### src/rtl/data_path_gen2_pkg.sv
// Shared types for the second-generation K&S data path: decoded instruction
// set, ALU operation and PC source encodings, flag bundle and opcodes.
package data_path_gen2_pkg;

    typedef enum logic [4:0] {
        I_NOP,
        I_LOAD,
        I_STORE,
        I_MOVE,
        I_ADD,
        I_SUB,
        I_AND,
        I_OR,
        I_XOR,
        I_SHL,
        I_SHR,
        I_BRANCH,
        I_BZERO,
        I_BNEG,
        I_BOV,
        I_BNOV,
        I_BNNEG,
        I_BNZERO,
        I_CALL,
        I_RET,
        I_HALT
    } decoded_instruction_type;

    typedef enum logic [2:0] {
        ALU_OR     = 3'b000,
        ALU_ADD    = 3'b001,
        ALU_SUB    = 3'b010,
        ALU_AND    = 3'b011,
        ALU_XOR    = 3'b100,
        ALU_SHL    = 3'b101,
        ALU_SHR    = 3'b110,
        ALU_PASS_A = 3'b111
    } alu_op_t;

    typedef enum logic [1:0] {
        PC_INC  = 2'b00,
        PC_MEM  = 2'b01,
        PC_LINK = 2'b10,
        PC_HOLD = 2'b11
    } pc_src_t;

    typedef struct packed {
        logic zero;
        logic neg;
        logic uovf;
        logic sovf;
    } flags_t;

    localparam logic [7:0] OP_LOAD   = 8'h81;
    localparam logic [7:0] OP_STORE  = 8'h82;
    localparam logic [7:0] OP_MOVE   = 8'h91;
    localparam logic [7:0] OP_ADD    = 8'hA1;
    localparam logic [7:0] OP_SUB    = 8'hA2;
    localparam logic [7:0] OP_AND    = 8'hA3;
    localparam logic [7:0] OP_OR     = 8'hA4;
    localparam logic [7:0] OP_XOR    = 8'hA5;
    localparam logic [7:0] OP_SHL    = 8'hA6;
    localparam logic [7:0] OP_SHR    = 8'hA7;
    localparam logic [7:0] OP_BRANCH = 8'h01;
    localparam logic [7:0] OP_BZERO  = 8'h02;
    localparam logic [7:0] OP_BNEG   = 8'h03;
    localparam logic [7:0] OP_BOV    = 8'h05;
    localparam logic [7:0] OP_BNOV   = 8'h06;
    localparam logic [7:0] OP_BNNEG  = 8'h0A;
    localparam logic [7:0] OP_BNZERO = 8'h0B;
    localparam logic [7:0] OP_CALL   = 8'h0C;
    localparam logic [7:0] OP_RET    = 8'h0D;
    localparam logic [7:0] OP_HALT   = 8'hFF;

endpackage

### src/rtl/data_path_gen2_alu.sv
// Combinational ALU for the K&S data path: result plus raw zero/negative
// and unsigned/signed overflow flags.
module data_path_alu
    import data_path_gen2_pkg::*;
#(
    parameter int DATA_W = 16
) (
    input  logic [DATA_W-1:0] a_i,
    input  logic [DATA_W-1:0] b_i,
    input  alu_op_t           op_i,
    output logic [DATA_W-1:0] result_o,
    output flags_t            flags_o
);

    localparam int MSB = DATA_W - 1;

    logic [DATA_W:0]   sum;
    logic [DATA_W:0]   diff;
    logic [DATA_W-1:0] result;
    logic              uovf;
    logic              sovf;

    // The extra top bit of the widened sum/difference is carry out / borrow.
    always_comb begin
        sum    = {1'b0, a_i} + {1'b0, b_i};
        diff   = {1'b0, a_i} - {1'b0, b_i};
        result = a_i;
        uovf   = 1'b0;
        sovf   = 1'b0;
        case (op_i)
            ALU_OR:  result = a_i | b_i;
            ALU_ADD: begin
                result = sum[DATA_W-1:0];
                uovf   = sum[DATA_W];
                sovf   = (a_i[MSB] == b_i[MSB]) && (result[MSB] != a_i[MSB]);
            end
            ALU_SUB: begin
                result = diff[DATA_W-1:0];
                uovf   = diff[DATA_W];
                sovf   = (a_i[MSB] != b_i[MSB]) && (result[MSB] != a_i[MSB]);
            end
            ALU_AND: result = a_i & b_i;
            ALU_XOR: result = a_i ^ b_i;
            ALU_SHL: begin
                result = {a_i[DATA_W-2:0], 1'b0};
                uovf   = a_i[MSB];
            end
            ALU_SHR: begin
                result = {1'b0, a_i[DATA_W-1:1]};
                uovf   = a_i[0];
            end
            default: result = a_i;
        endcase
    end

    assign result_o = result;
    assign flags_o  = '{zero: ~|result, neg: result[MSB], uovf: uovf, sovf: sovf};

endmodule

### src/rtl/data_path_gen2.sv
// Parametrised K&S data path: PC, link register, IR and decoder, 4-entry
// register file, ALU and flags, between the control unit and the RAM.
module data_path_gen2
    import data_path_gen2_pkg::*;
#(
    parameter int DATA_W = 16,
    parameter int ADDR_W = 5
) (
    input  logic                    clk,
    input  logic                    rst,
    input  logic [1:0]              pc_src,
    input  logic                    pc_enable,
    input  logic                    ir_enable,
    input  logic                    link_enable,
    input  logic                    addr_sel,
    input  logic                    c_sel,
    input  logic [2:0]              operation,
    input  logic                    write_reg_enable,
    input  logic                    flags_reg_enable,
    output decoded_instruction_type decoded_instruction,
    output logic                    zero_op,
    output logic                    neg_op,
    output logic                    unsigned_overflow,
    output logic                    signed_overflow,
    output logic [ADDR_W-1:0]       ram_addr,
    output logic [DATA_W-1:0]       data_out,
    input  logic [DATA_W-1:0]       data_in
);

    if (DATA_W < 16 || DATA_W > 32 || ADDR_W + 2 > DATA_W - 8) begin : g_param_check
        $error("data_path_gen2: illegal DATA_W/ADDR_W combination");
    end

    logic [ADDR_W-1:0] pc_q, pc_d, link_q, link_d, pc_plus1, mem_addr;
    logic [DATA_W-1:0] ir_q, ir_d;
    logic [DATA_W-1:0] rf_q [4];
    logic [DATA_W-1:0] rf_d [4];
    flags_t            flags_q, flags_d, alu_flags;
    logic [1:0]        a_addr, b_addr, c_addr;
    logic [DATA_W-1:0] bus_a, bus_b, bus_c, alu_out;
    logic [7:0]        opcode;
    logic              ir_unused;

    assign opcode    = ir_q[DATA_W-1 -: 8];
    assign ir_unused = ^ir_q;

    always_comb begin
        decoded_instruction = I_NOP;
        a_addr   = 2'd0;
        b_addr   = 2'd0;
        c_addr   = 2'd0;
        mem_addr = '0;
        case (opcode)
            OP_LOAD: begin
                decoded_instruction = I_LOAD;
                c_addr   = ir_q[ADDR_W+1:ADDR_W];
                mem_addr = ir_q[ADDR_W-1:0];
            end
            OP_STORE: begin
                decoded_instruction = I_STORE;
                a_addr   = ir_q[ADDR_W+1:ADDR_W];
                mem_addr = ir_q[ADDR_W-1:0];
            end
            OP_MOVE: begin
                decoded_instruction = I_MOVE;
                c_addr = ir_q[3:2];
                a_addr = ir_q[1:0];
                b_addr = ir_q[1:0];
            end
            OP_ADD, OP_SUB, OP_AND, OP_OR, OP_XOR, OP_SHL, OP_SHR: begin
                a_addr = ir_q[1:0];
                b_addr = ir_q[3:2];
                c_addr = ir_q[5:4];
                case (opcode)
                    OP_ADD:  decoded_instruction = I_ADD;
                    OP_SUB:  decoded_instruction = I_SUB;
                    OP_AND:  decoded_instruction = I_AND;
                    OP_OR:   decoded_instruction = I_OR;
                    OP_XOR:  decoded_instruction = I_XOR;
                    OP_SHL:  decoded_instruction = I_SHL;
                    default: decoded_instruction = I_SHR;
                endcase
            end
            OP_BRANCH, OP_BZERO, OP_BNEG, OP_BOV, OP_BNOV, OP_BNNEG, OP_BNZERO, OP_CALL: begin
                mem_addr = ir_q[ADDR_W-1:0];
                case (opcode)
                    OP_BRANCH: decoded_instruction = I_BRANCH;
                    OP_BZERO:  decoded_instruction = I_BZERO;
                    OP_BNEG:   decoded_instruction = I_BNEG;
                    OP_BOV:    decoded_instruction = I_BOV;
                    OP_BNOV:   decoded_instruction = I_BNOV;
                    OP_BNNEG:  decoded_instruction = I_BNNEG;
                    OP_BNZERO: decoded_instruction = I_BNZERO;
                    default:   decoded_instruction = I_CALL;
                endcase
            end
            OP_RET:  decoded_instruction = I_RET;
            OP_HALT: decoded_instruction = I_HALT;
            default: decoded_instruction = I_NOP;
        endcase
    end

    assign bus_a = rf_q[a_addr];
    assign bus_b = rf_q[b_addr];
    assign bus_c = c_sel ? alu_out : data_in;

    data_path_alu #(.DATA_W(DATA_W)) u_alu (
        .a_i      (bus_a),
        .b_i      (bus_b),
        .op_i     (alu_op_t'(operation)),
        .result_o (alu_out),
        .flags_o  (alu_flags)
    );

    // Link always captures the pre-edge PC+1, so CALL can load link and PC together.
    assign pc_plus1 = pc_q + ADDR_W'(1);

    always_comb begin
        pc_d    = pc_q;
        link_d  = link_q;
        ir_d    = ir_q;
        flags_d = flags_q;
        rf_d    = rf_q;
        if (pc_enable) begin
            case (pc_src)
                PC_INC:  pc_d = pc_plus1;
                PC_MEM:  pc_d = mem_addr;
                PC_LINK: pc_d = link_q;
                default: pc_d = pc_q;
            endcase
        end
        if (link_enable)      link_d         = pc_plus1;
        if (ir_enable)        ir_d           = data_in;
        if (flags_reg_enable) flags_d        = alu_flags;
        if (write_reg_enable) rf_d[c_addr]   = bus_c;
    end

    always_ff @(posedge clk or posedge rst) begin
        if (rst) begin
            pc_q    <= '0;
            link_q  <= '0;
            ir_q    <= '0;
            flags_q <= '0;
            for (int i = 0; i < 4; i++) rf_q[i] <= '0;
        end else begin
            pc_q    <= pc_d;
            link_q  <= link_d;
            ir_q    <= ir_d;
            flags_q <= flags_d;
            for (int i = 0; i < 4; i++) rf_q[i] <= rf_d[i];
        end
    end

    assign ram_addr          = addr_sel ? pc_q : mem_addr;
    assign data_out          = bus_a;
    assign zero_op           = flags_q.zero;
    assign neg_op            = flags_q.neg;
    assign unsigned_overflow = flags_q.uovf;
    assign signed_overflow   = flags_q.sovf;

endmodule

### config.mk
export PLATFORM = sky130hd
export DESIGN_NAME = data_path_gen2
export DESIGN_NICKNAME = d
export VERILOG_FILES = /design/src/rtl/data_path_gen2_pkg.sv /design/src/rtl/data_path_gen2_alu.sv /design/src/rtl/data_path_gen2.sv
export SDC_FILE = /design/constraint.sdc
export NUM_CORES = 1
export LEC_CHECK = 0
export ABC_AREA = 0
export CORE_UTILIZATION = 55
export CTS_CLUSTER_SIZE = 14
export DETAILED_ROUTE_END_ITERATION = 12
export GPL_TIMING_DRIVEN = 0
export HOLD_SLACK_MARGIN = 0.1
export MAX_ROUTING_LAYER = met4
export PLACE_DENSITY = 0.74
export SLEW_MARGIN = 0
export SYNTH_ARGS = -nofsm -noshare
export SYNTH_HDL_FRONTEND = slang
export SYNTH_HIERARCHICAL = 1
export SYNTH_SLANG_ARGS = --single-unit
### constraint.sdc
create_clock -name clk -period 4.5 [get_ports clk]
set_input_delay 0.45 -clock clk [delete_from_list [all_inputs] [get_ports clk]]
set_output_delay 0.45 -clock clk [all_outputs]
set_load 0.01 [all_outputs]
Run 1, floorplan with the power grid:
Scale bar: 50 um. Pins as bars on the die edge. Tap cells in gray.
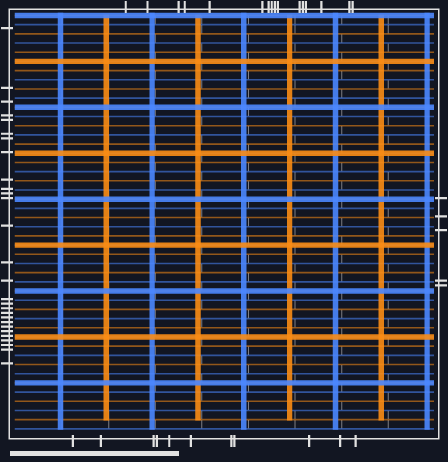
orange -> VDD
blue -> VSS
met4 straps = 9
tap cells = 188
met1 rails = 46
met5 straps = 9
signal pins = 60

Run 1, cell classes on the final placement:
Scale bar: 50 um.
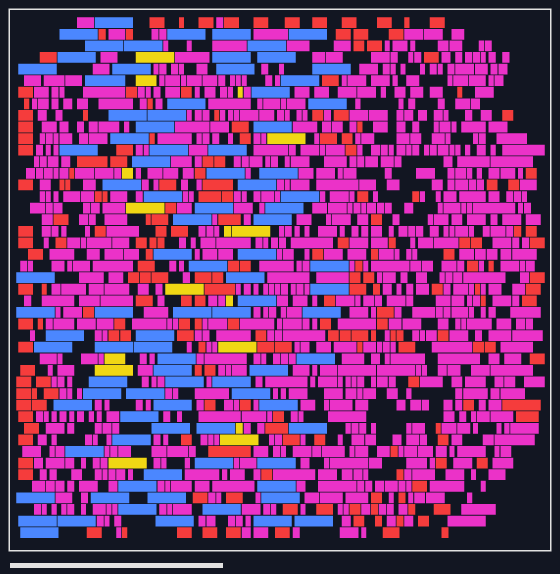
magenta -> combinational and other logic  # cells 883, share of their area 61%
yellow -> clock drivers and dummy loads  # cells 16, share of their area 2.5%
blue -> sequential cells  # cells 93, share of their area 21%
red -> remaining buffers and delay cells  # cells 206, share of their area 15%

==> flow_metrics.py, run 1 <==
# Metrics from the implementation run
metrics = {
    "run_status": {
        "outcome": "finished with violations",
        "failing_checks": "negative setup slack",
    },
    "setup_path": {
        "cp_num_cells": 24,
        "crit_path_end": "rf_q[15]",
        "path_cells": "buf_6 > buf_12 > buf_4 > nand2b_4 > nor3_4 > buf_4 > a221oi_4 > buf_4 > nand2_1 > a32oi_4 > inv_2 > ha_4 > buf_6 > nor2b_4 > a211oi_4 > a211oi_4 > a211oi_2 > nor4_2 > mux2_2 > nor3_2 > o22ai_2 > buf_4 > mux2i_4 > o21ai_1",
        "setup.reg_to_reg.worst_slack_ns": -0.48,
        "timing.rr.end": "rf_q[15]",
        "worst_setup_path_start_kind": "flop",
        "crit_slowest_cell": "a221oi_4",
        "cp_data_required_time_ns": 4.72,
        "critical_path_arrival_ns": 5.20,
        "worstSetupEndpointType": "flop",
    },
    "floorplanning": {
        "die-height_um": 127,
        "num_rows": 45,
        "fp.dieW_um": 127,
        "core_region_area_sq_um": 15200,
        "fp_util_pct": 56.3,
        "pin_count": 60,
    },
    "synthesis": {
        "synth.cellmix.compoundShare_pct": 27.8,
        "flip_flops_with_a_built_in_enable": 0,
        "muxShareOfSynthArea_pct": 9.23,
        "post_synthesis_cell_type_with_the_largest_instance_count": "nand2_1",
        "yosys_cell_types": 90,
        "post_synthesis_cells": 1060,
        "synth.comb.largest_family": "AND-OR/OR-AND gates",
        "synth.yosys.chip_area_sq_um": 8560,
        "post_synthesis_async_set_or_reset_flop_share_pct": 100,
        "postSynth.topFlopCell": "dfrtp_1",
        "synthesis.nets": 1145,
        "syn_area_sq_um": 8560,
        "synth_warnings": 6,
        "ys_seq_share_pct": 27.2,
        "ys_cells": 1060,
    },
    "clock_tree": {
        "ctsResizeCount": 158,
        "clk_transition_reported_paths_ns": 0.06,
        "clock_tree.buffer_depth": 2,
    },
    "finish": {
        "signal_buffer_area_fraction_pct": 15.0,
        "final_core_area_utilization_pct": 75.4,
        "top_area_cell_class": "multi-input combinational cells",
        "seq_share_pct": 20.3,
        "clock_buffers": 12,
        "multiInputCombCellCount": 827,
        "non_clock_buffer_count": 206,
        "post_route_cells_drive_above_1_share_pct": 27.7,
        "inv_count": 56,
        "fin_nets": 1278,
    },
    "global_route": {
        "overflow": 0,
        "first_global_vias": 8592,
        "grt_antenna_before_repair": 0,
        "globalRouteTotalUtil_pct": 38.9,
    },
    "worst_hold_path": {
        "worst_hold_path_endpoint": "link_q[3]",
        "worstHoldStart": "link_enable",
    },
    "timing": {
        "grt_setup_unrepaired": "yes",
        "setup_viol": 40,
        "fin_ws_ns": -0.483,
        "post-route-period-util_pct": 111,
        "clock.fmax_ghz": 0.201,
        "final.setup_skew_ns": 0.00809,
    },
    "pwr": {
        "power.density_nw_per_um2": 481,
        "switching_share_pct": 45.3,
        "power_top_consumer": "combinational logic",
        "peakVddDrop_mv": 0.236,
        "power.switching_mw": 2.49,
    },
    "route": {
        "drc_errors": 0,
        "detail_route.wirelength_um": 30500,
        "dr_total_vias": 9333,
        "drt_pass1_iterations": 7,
    },
    "place": {
        "portBuffers": 53,
    },
}
Run 1, routed clock nets over the placement:
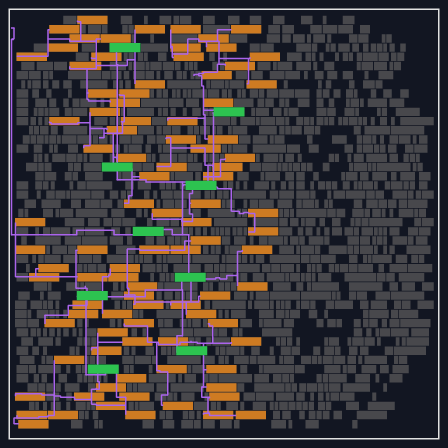
orange -> flip-flops  # count 93
purple -> clock wires  # length 1,190 um
green -> clock drivers  # count 9
routed clock nets = 10
part of the power in the clock network: 13.2%
clock network latency to the later pin of the worst-skew pair: 0.35 ns
clock distribution power: 0.725 mW

run 1: cells by family after synthesis:
logic type / after synthesis
compound gates: 355
xor+xnor: 9
fa+ha+maj: 55
buf+inv: 140
flops: 93
mux: 74
simple gates: 334
run 1: flip-flops by register name, summed over array words and instances (netlist names):
name,cells
rf_q,64
ir_q,15
link_q,5
pc_q,5
neg_op,1
signed_overflow,1
unsigned_overflow,1
zero_op,1
run 1: placed cells by master (no fill, tap or decap), types with 7 or more instances in the layout:
| master | count |
|---|---|
| inv_2 | 8 |
| ha_1 | 39 |
| mux2i_1 | 37 |
| buf_6 | 25 |
| o221ai_1 | 7 |
| nor2_1 | 49 |
| ha_4 | 8 |
| nand3_1 | 20 |
| nor2b_1 | 7 |
| clkbuf_1 | 22 |
| nand2_1 | 163 |
| a22oi_1 | 9 |
| a21oi_1 | 68 |
| o22ai_1 | 8 |
| clkbuf_16 | 10 |
| a31oi_1 | 17 |
| a22oi_2 | 14 |
| buf_2 | 20 |
| o211ai_1 | 8 |
| mux2i_4 | 13 |
| nor3_1 | 18 |
| a21o_1 | 8 |
| a32oi_4 | 9 |
| o21ai_1 | 45 |
| inv_1 | 46 |
| mux2_2 | 18 |
| o21ai_0 | 57 |
| dfrtp_1 | 92 |
| buf_4 | 68 |
| clkdlybuf4s50_1 | 53 |
run 1: stage by stage:
step	area, sq um	setup slack [ns]	power (mW)
floorplan	8800	-0.233	3.00
global placement	9560	-1.32	3.67
detailed placement	9590	-1.33	3.71
CTS	11000	-0.512	5.01
global route	11500	-0.592	5.78
finish	11500	-0.483	5.51
run 1: per-layer routing:
metal	part of all wire, %	track usage (%)
met5	0	-
met4	4.2	15.2
met3	9.6	5.65
met2	47	61.4
met1	40	50.5
Run 1, metal layers overlaid:
Scale bar: 50 um. Only two layers are drawn.
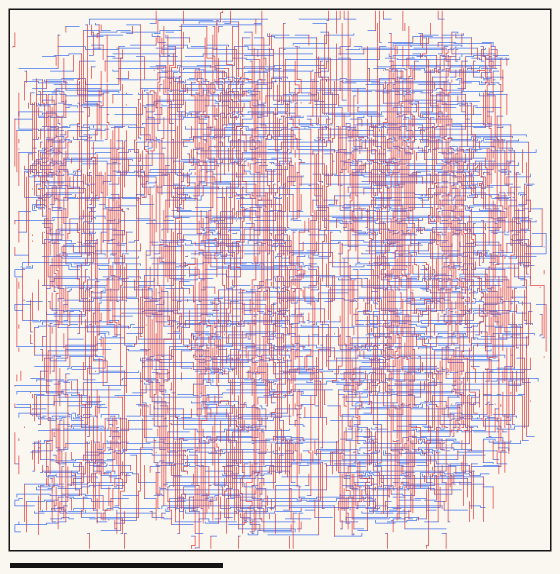

## Run 2: what changed since run 1
Settings changed: TNS_END_PERCENT from default to 50.
Run 2, metal layers overlaid:
Scale bar: 50 um. Only two layers are drawn.
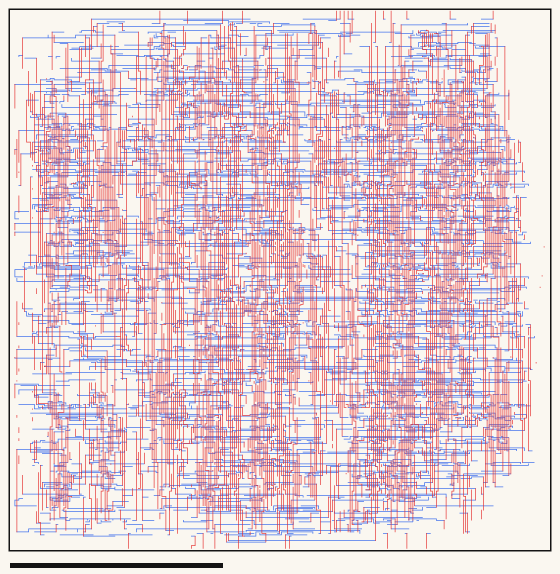
red -> metal 2  # wire length 14,600 um
blue -> metal 1  # wire length 12,400 um
final routed wirelength across all metal layers: 31,300 um
total track usage: 39.0%
Vias: 9,450
average wire length per cell after detail routing: 22.4 um

Run 2, routed clock nets over the placement:
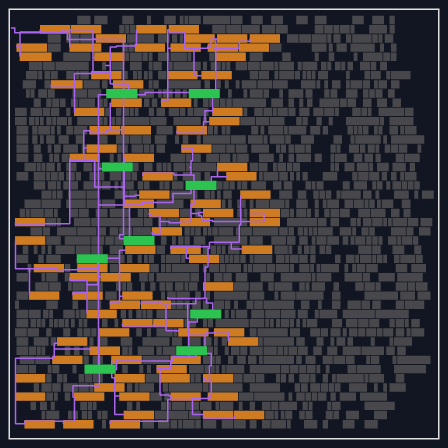
orange -> flip-flops  # count 93
purple -> clock wires  # length 1,260 um
green -> clock drivers  # count 9
routed clock nets = 10

Run 2, cell classes on the final placement:
Scale bar: 50 um.
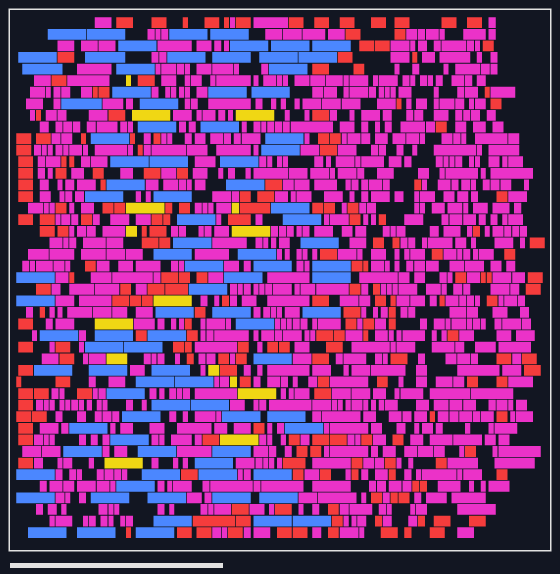
blue -> sequential cells  # cells 93, share of their area 21%
yellow -> clock drivers and dummy loads  # cells 15, share of their area 2.4%
magenta -> combinational and other logic  # cells 883, share of their area 61%
red -> remaining buffers and delay cells  # cells 215, share of their area 16%
core box area: 15,200 sq um
Placement Rows: 45
fin area: 11,500 sq um
Seq/total area: 20.3%

==> flow_metrics.py, run 2 <==
# Metrics from the implementation run
metrics = {
    "run_status": {
        "outcome": "finished with violations",
        "failing_checks": "negative setup slack",
    },
    "place": {
        "place_area_sq_um": 9590,
        "portBuffers": 53,
    },
    "setup_path": {
        "worstSetupEndpointType": "flop",
        "path_cells": "buf_6 > or4_4 > nor3_4 > a221o_1 > buf_6 > buf_12 > buf_4 > nand2_2 > a32oi_4 > buf_4 > buf_6 > fa_2 > a221oi_2 > a21oi_1 > o22a_1 > or3_1 > or4_4 > nor4_4 > nand4_1 > nor3_2 > mux2_4",
        "cp_data_required_time_ns": 4.79,
        "worst_setup_path_start_kind": "flop",
        "critical_path_arrival_ns": 5.42,
        "crit_top_cell": "buf_6",
        "crit_slowest_cell": "or4_4",
    },
    "job": {
        "timing.max_cap.violations": 0,
    },
    "synthesis": {
        "syn-mean-instance-area_sq_um": 8.07,
        "synth_warnings": 6,
        "flip_flops_with_a_built_in_enable": 0,
        "post_synthesis_cell_type_with_the_largest_instance_count": "nand2_1",
        "post_synthesis_cells": 1060,
        "synth_simple_gate_area_share_pct": 18.6,
        "synth.comb.largest_family": "AND-OR/OR-AND gates",
        "ys_seq_share_pct": 27.2,
        "muxShareOfSynthArea_pct": 9.23,
        "synth.yosys.chip_area_sq_um": 8560,
        "synth.cellmix.compoundShare_pct": 27.8,
        "syn_area_sq_um": 8560,
        "postSynth.topFlopCell": "dfrtp_1",
        "post_synthesis_async_set_or_reset_flop_share_pct": 100,
        "synthesis.nets": 1145,
        "yosys_cell_types": 90,
        "ys_cells": 1060,
    },
    "clock_tree": {
        "clock_tree.buffer_depth": 2,
        "clkLatencyLatePin_ns": 0.35,
        "clk_transition_reported_paths_ns": 0.06,
    },
    "pwr": {
        "p_total_mw": 5.51,
        "power.density_nw_per_um2": 479,
        "peakVddDrop_mv": 0.213,
    },
    "route": {
        "met3WireLength_um": 2790,
        "route.met2.wl_um": 14600,
        "drt_pass1_iterations": 6,
        "drc_errors": 0,
        "wl_met1_um": 12400,
        "highest_layer": "met4",
    },
    "global_route": {
        "overflow": 0,
        "grt_antenna_before_repair": 0,
        "first_global_vias": 8564,
    },
    "floorplanning": {
        "die_area_sq_um": 16100,
        "die-height_um": 127,
        "fp.dieW_um": 127,
        "fp_util_pct": 56.3,
        "pin_count": 60,
    },
    "timing": {
        "fin_ws_ns": -0.626,
        "setup_viol": 44,
        "post-route-period-util_pct": 114,
        "grt_setup_unrepaired": "yes",
        "clock.fmax_ghz": 0.195,
        "max_slew_margin_pct": 11.7,
        "final.setup_skew_ns": 0.00983,
    },
    "finish": {
        "fin_nets": 1287,
        "max_reg_flops": 64,
        "reg_top3": "rf_q (64), ir_q (15)",
        "final_core_area_utilization_pct": 75.7,
        "post_route_cells_drive_above_1_share_pct": 29.3,
        "largest_register": "rf_q",
        "final_layout_top_logic_cells": "nand2_1 (163), dfrtp_1 (90), buf_4 (73)",
    },
}
-- run 2: cell counts after synthesis --
No cell type changed its count.
-- run 2: cell families after synthesis --
group | count (synthesis)
AOI/OAI and AO/OA | 355
and+or+nand+nor | 334
buffers and inverters | 140
DFF | 93
muxes | 74
adders and majority gates | 55
xor gates and xnor gates | 9
-- run 2: power by group --
part	internal [mW]	leakage, nW	switching, mW
Combinational	1.58	3.47	2.00
Clock	0.385	0.127	0.335
Sequential	1.03	1.19	0.184
-- run 2: area by class of cell --
class,count,area [sq um]
multi-input combinational,827,6680
clock inverter,4,25.0
fill,1083,3700
sequential,93,2330
inverter,56,216
buffer,80,554
tap,188,235
timing repair buffer,135,1230
clock buffer,11,243
-- run 2: stage by stage --
stage,hold slack (ns),worst slack [ns],std cells
global placement,0.484,-1.43,1301
floorplan,0.464,-0.233,1060
global route,0.520,-0.783,1394
CTS,0.469,-0.684,1377
detailed placement,0.495,-1.49,1302
finish,0.460,-0.626,1394
-- run 2: metal layers --
metal | vias to the layer above | GRT usage (%)
li1 | 4157 | -
met1 | 4476 | 51.4
met3 | 150 | 4.43
met4 | 0 | 16.4
met5 | - | -
met2 | 667 | 61.3
-- run 2: path summary, 6_finish.rpt --
path	to	slack, ns	cells after the start	start
worst min-delay path	link_q[0]	0.46	2	link_enable
min in group asynchronous	rf_q[48]	0.50	2	rst
max in group asynchronous	ir_q[10]	3.34	3	rst
worst min register to register	link_q[1]	0.51	1	link_q[1]
worst max-delay path	zero_op	-0.63	21	ir_q[10]
worst max register to register	zero_op	-0.63	21	ir_q[10]
-- run 2: timing repair --
action	4_1_cts	5_1_grt
pin swaps	60	43
buffers inserted	64	21
hold buffers	0	0
gates resized	164	96
setup endpoints to repair	64	52
No activity file was given, so power comes from the tool's default toggle rates.
